===== src/rtl/spi_pkg.sv =====
// Shared constants for the SPI flash byte engine.
// Holds flash opcodes, the dummy byte and the byte-engine state encoding.
package spi_pkg;

    localparam logic [7:0] SPI_RDID  = 8'h9F;
    localparam logic [7:0] SPI_RDSR  = 8'h05;
    localparam logic [7:0] SPI_READ  = 8'h03;
    localparam logic [7:0] SPI_DUMMY = 8'h00;

    localparam logic [1:0] ENC_IDLE     = 2'd0;
    localparam logic [1:0] ENC_SETUP    = 2'd1;
    localparam logic [1:0] ENC_SHIFT_HI = 2'd2;
    localparam logic [1:0] ENC_SHIFT_LO = 2'd3;

    typedef enum logic [1:0] {
        S_IDLE     = ENC_IDLE,
        S_SETUP    = ENC_SETUP,
        S_SHIFT_HI = ENC_SHIFT_HI,
        S_SHIFT_LO = ENC_SHIFT_LO
    } state_t;

endpackage


===== src/rtl/spi_clk_gen.sv =====
// SPI clock generator: half-period counter producing SPICLK plus
// rise/fall strobes. Ports: clk, reset, en (transfer active), rise_tick, fall_tick, sclk.
module spi_clk_gen #(
    parameter int CLK_DIV = 2
) (
    input  logic clk,
    input  logic reset,
    input  logic en,
    output logic rise_tick,
    output logic fall_tick,
    output logic sclk
);

    localparam int CW = $clog2(CLK_DIV + 1);
    localparam logic [CW-1:0] LAST = CW'(CLK_DIV - 1);

    logic [CW-1:0] cnt;
    logic          tick;

    // A tick marks the clk edge on which SPICLK toggles.
    assign tick      = en && (cnt == LAST);
    assign rise_tick = tick && !sclk;
    assign fall_tick = tick && sclk;

    // Held cleared while idle so every transfer starts a fresh half-period.
    always_ff @(posedge clk or posedge reset) begin
        if (reset) begin
            cnt  <= '0;
            sclk <= 1'b0;
        end else if (!en) begin
            cnt  <= '0;
            sclk <= 1'b0;
        end else if (tick) begin
            cnt  <= '0;
            sclk <= ~sclk;
        end else begin
            cnt  <= cnt + 1'b1;
        end
    end

endmodule


===== src/rtl/spi_byte_engine.sv =====
// SPI mode-0 byte transceiver: one byte out on SPIMOSI (MSB first) and one in from SPIMISO per start.
// Ports: clk, reset, start, tx_byte, cs_hold, busy, done, rx_byte, SPICLK, SPIMOSI, SPIMISO, SPISN.
module spi_byte_engine
    import spi_pkg::*;
#(
    parameter int CLK_DIV = 2
) (
    input  logic       clk,
    input  logic       reset,
    input  logic       start,
    input  logic [7:0] tx_byte,
    input  logic       cs_hold,
    output logic       busy,
    output logic       done,
    output logic [7:0] rx_byte,
    output logic       SPICLK,
    output logic       SPIMOSI,
    input  logic       SPIMISO,
    output logic       SPISN
);

    state_t     state;
    logic [7:0] tx_sr;
    logic [7:0] rx_sr;
    logic [2:0] bit_cnt;
    logic       hold_q;
    logic       rise_tick;
    logic       fall_tick;

    spi_clk_gen #(
        .CLK_DIV(CLK_DIV)
    ) u_clk_gen (
        .clk      (clk),
        .reset    (reset),
        .en       (busy),
        .rise_tick(rise_tick),
        .fall_tick(fall_tick),
        .sclk     (SPICLK)
    );

    always_ff @(posedge clk or posedge reset) begin
        if (reset) begin
            state   <= S_IDLE;
            tx_sr   <= '0;
            rx_sr   <= '0;
            bit_cnt <= '0;
            hold_q  <= 1'b0;
            busy    <= 1'b0;
            done    <= 1'b0;
            rx_byte <= '0;
            SPIMOSI <= 1'b0;
            SPISN   <= 1'b1;
        end else begin
            done <= 1'b0;
            unique case (state)
                S_IDLE: begin
                    if (start) begin
                        tx_sr   <= tx_byte;
                        hold_q  <= cs_hold;
                        bit_cnt <= '0;
                        busy    <= 1'b1;
                        SPISN   <= 1'b0;
                        SPIMOSI <= tx_byte[7];
                        state   <= S_SETUP;
                    end
                end
                S_SETUP, S_SHIFT_LO: begin
                    if (rise_tick) begin
                        rx_sr <= {rx_sr[6:0], SPIMISO};
                        state <= S_SHIFT_HI;
                    end
                end
                S_SHIFT_HI: begin
                    if (fall_tick) begin
                        if (bit_cnt == 3'd7) begin
                            busy    <= 1'b0;
                            done    <= 1'b1;
                            rx_byte <= rx_sr;
                            SPIMOSI <= 1'b0;
                            SPISN   <= ~hold_q;
                            state   <= S_IDLE;
                        end else begin
                            bit_cnt <= bit_cnt + 3'd1;
                            tx_sr   <= {tx_sr[6:0], 1'b0};
                            SPIMOSI <= tx_sr[6];
                            state   <= S_SHIFT_LO;
                        end
                    end
                end
                default: state <= S_IDLE;
            endcase
        end
    end

endmodule

===== config.mk =====
export PLATFORM = sky130hd
export DESIGN_NAME = spi_byte_engine
export DESIGN_NICKNAME = d
export VERILOG_FILES = /design/src/rtl/spi_pkg.sv /design/src/rtl/spi_clk_gen.sv /design/src/rtl/spi_byte_engine.sv
export SDC_FILE = /design/constraint.sdc
export NUM_CORES = 1
export LEC_CHECK = 0
export CORE_MARGIN = 5
export CORE_UTILIZATION = 52
export CTS_CLUSTER_SIZE = 8
export DETAILED_ROUTE_END_ITERATION = 10
export PLACE_DENSITY_LB_ADDON = 0.25
export SLEW_MARGIN = 0
export SYNTH_ARGS = -nofsm -noshare
export SYNTH_HDL_FRONTEND = slang
export SYNTH_HIERARCHICAL = 1
export SYNTH_SLANG_ARGS = --single-unit
export TNS_END_PERCENT = 5

===== constraint.sdc =====
create_clock -name clk -period 2.2 [get_ports clk]
set_input_delay 0.33 -clock clk [delete_from_list [all_inputs] [get_ports clk]]
set_output_delay 0.33 -clock clk [all_outputs]
set_load 0.02 [all_outputs]

==> images/pdn.png <==
The bar under the picture is 20 µm long. Pins as bars on the die edge. Tap cells in gray.
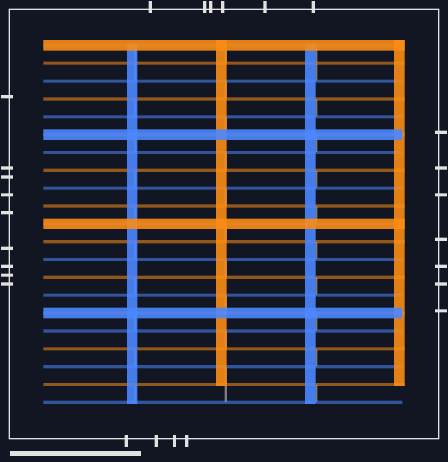
Key: VDD = orange; VSS = blue
The core has 20 rows. 4 straps on met4.
VDD IR max: 0.445 mV
die span in x: 65.2 µm
DIE HEIGHT: 65.2 µm
core area: 0.00298 mm²

==> images/cell_classes.png <==
The bar under the picture is 20 µm long.
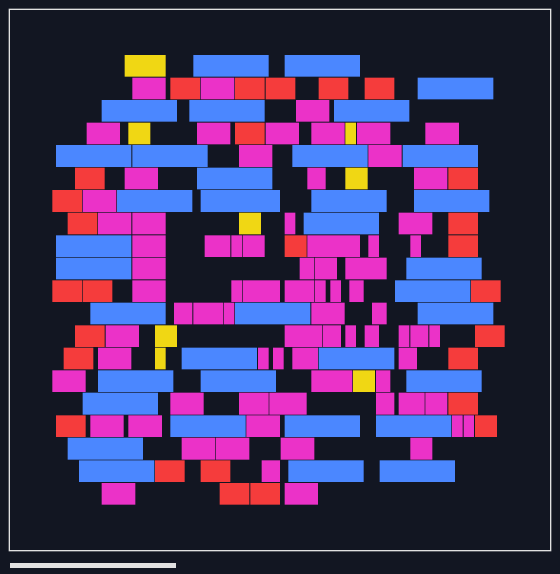
Key: flip-flops = blue [cells 36]; other buffers and delay cells = red [cells 27]; all other logic = magenta [cells 76]; clock drivers and dummy loads = yellow [cells 8]

==> images/clock_map.png <==
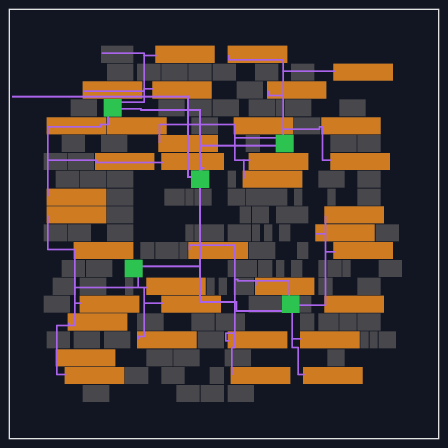
Key: cells driving clock nets = green [count 5]; clock wires = purple [length 409 µm]; flip-flops = orange [count 36]
There are 6 routed clock nets. Position of the flops: all over the die.

==> images/metal_stack.png <==
The bar under the picture is 20 µm long. Two of the layers only.
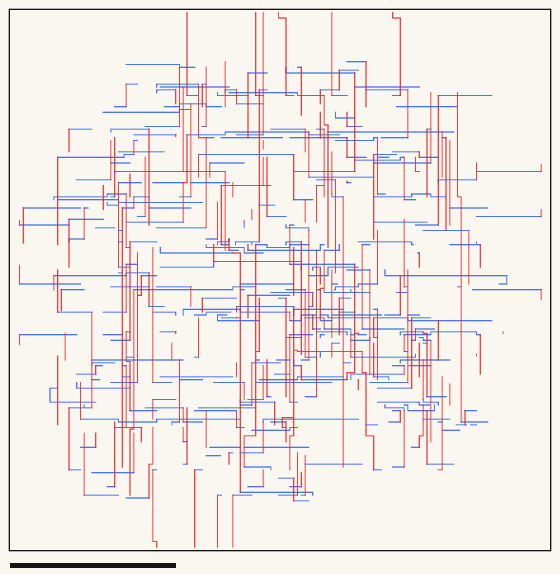
Key: met2 = red [wire length 1,310 µm]; met1 = blue [wire length 1,170 µm]

==> images/final_placement.png <==
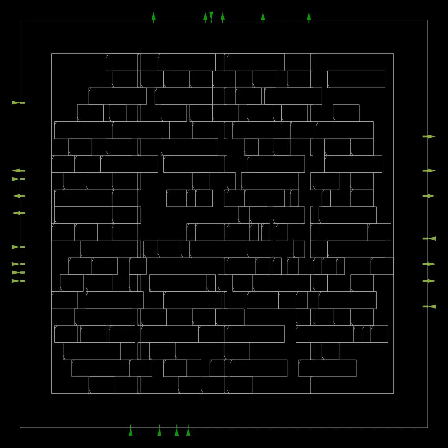
Final Util: 0.649
sequential portion of the cell area: 0.467
well tap count: 33

## path summary, 6_finish.rpt
path,startpoint,to,slack (ns)
hold / removal,reset,u_clk_gen/cnt[0],0.18
max in group asynchronous,reset,SPISN,1.46
setup / recovery,bit_cnt[0],tx_sr[6],0.32
hold reg to reg,u_clk_gen/cnt[0],u_clk_gen/cnt[0],0.47
setup reg to reg,bit_cnt[0],tx_sr[6],0.32
min in group clk,u_clk_gen/cnt[0],u_clk_gen/cnt[0],0.47
## area by class of cell
class / instances / area, µm²
Fill cell: 238 / 1040
Clock buffer: 8 / 58.8
Timing Repair Buffer: 27 / 265
Inverter: 7 / 26.3
Tap cell: 33 / 41.3
Multi-Input combinational cell: 69 / 639
Sequential cell: 36 / 902
==> out/metrics.cfg <==
[clock_network]
cts.path.max_buffers = 2
cts_sinks = 36
cts_buffers = 5
cts_tree = built
cts-htree-levels = 2
post_cts.repair.setup_buffers = 0
clkLatencyLatePin_ns = 0.33
holdBufCountCts = 0
clk_pin_slew_ns = 0.10
cts-root-buf = clkbuf_4
cts.repair.resized = 0

[die]
fp-utilization = 0.533
dieArea_mm2 = 0.00426
rows = 20
boundaryPins = 26

[finish]
antenna_cells = 0
drive_above_1_share = 0.313
layout_top_cells = 35 x dfrtp_1, 32 x mux2_2, 25 x clkdlybuf4s50_1
final_nets = 162
syn_to_final_growth_pct = 21.8
stdcell_area_mm2 = 0.00193
largestRegisters = rx_byte: 8 flops, rx_sr: 8 flops, tx_sr: 7 flops
mostFrequentLayoutCell = dfrtp_1
fin_cells = 180

[synth]
syn_area_mm2 = 0.00159
syn_inst = 114
ys_seq_frac = 0.569
edf_count = 0
adder_share = 0.0237
synth_cell_type_count = 27
yosys-stat-area_mm2 = 0.00159
fp_nets = 130
top_cells_by_area = dfrtp_1 55%, mux2_2 23%, ha_1 2.4%
yosysTopAreaCellShare = 0.552
syn_avg_cell_area_um2 = 13.9
ff_type = dfrtp_1
ys_top_logic_family = multiplexers
yosys_warnings = 6
synthAoiAreaFrac = 0.0394
ys_top_cells_by_count = 35 x dfrtp_1, 32 x mux2_2, 7 x inv_1, 6 x nand2_1, 4 x a21oi_1
synth-seq-cells = 36
ys_cells = 114
synthArstFlopShare = 1.00
ys_sh_simple = 0.0938
xor_area_frac = 0
yosys.area.top_type = dfrtp_1
mux_area_frac = 0.246
synthMostInstantiatedCell = dfrtp_1

[sta]
fin_worst_skew_ns = 0.00840
tightest_slew_ns = 0.410
timing.fmax_mhz = 531
hold_violations = 0
slew_headroom = 0.727
rsz0062_at_grt = false
final.setup.tns_ns = 0
setup_violations = 0
fin_ws_ns = 0.318
holdWs_ns = 0.175
period_used_share = 0.856
report.final.slew_viol_count = 0
fin_crit_ns = 1.88

[power]
top_power_group = sequential cells
powerDensity_mw_per_mm2 = 824
swShare = 0.262
p_seq_frac = 0.585
power_frac_clock = 0.225
p_comb_w = 0.000304
intPower_w = 0.00118
combPwrFrac = 0.191
p_leak_nw = 0.895
p_sw_w = 0.000417
pg_seq_w = 0.000932
power.total_w = 0.00159
clk-power_w = 0.000358

[critical_path]
cp_num_cells = 6
path_class = flip-flop to flip-flop
cp-start-kind = flip-flop
crit_arrival_ns = 2.10
critPathBufInv = 1
path_common_cell = ha_1
cp_max_fo = 10
crit_slowest_cell = dfrtp_1
slowest_delay_ns = 0.41
path_cells = ha_1, ha_1, nand4bb_1, o21ai_2, buf_4, mux2_2
r2r_cells = 6
cp-end-kind = flip-flop
crit_family = adder cells
required_ns = 2.41

[global_routing]
antenna_found_initial = 0
grt_busiest_layer = met2
grt_max_degree = 34
overflow = 0
met2_usage = 0.245
grt_pass1_wl_um = 4930
met1_usage = 0.188
use_met3 = 0.0598
grt_usage = 0.153
grt_pass1_vias = 1065

[routing]
highest_layer = met4
dr_wl_met2_um = 1310
dr_total_vias = 959
wl_met3_um = 140
routed_wl_um = 2650
dr.pass1.iters = 4
wl_met1_um = 1170
drt-wirelength-per-cell_um = 14.7
viasPerCell = 5.33
drt_iter0_drc = 37
antenna_left = 0
drc_errors = 0

[hold_path]
hold_path_class = input port to asynchronous set/reset pin

[place]
place_area_mm2 = 0.00187
dp_cells = 172
numPortBuffers = 25
place_congestion = 0.736
post-dp-hpwl_um = 1860
place_ws_ns = 0.354

[flow_run]
drv_cap = 0
tool_warnings = 27

[outcome]
status = completed

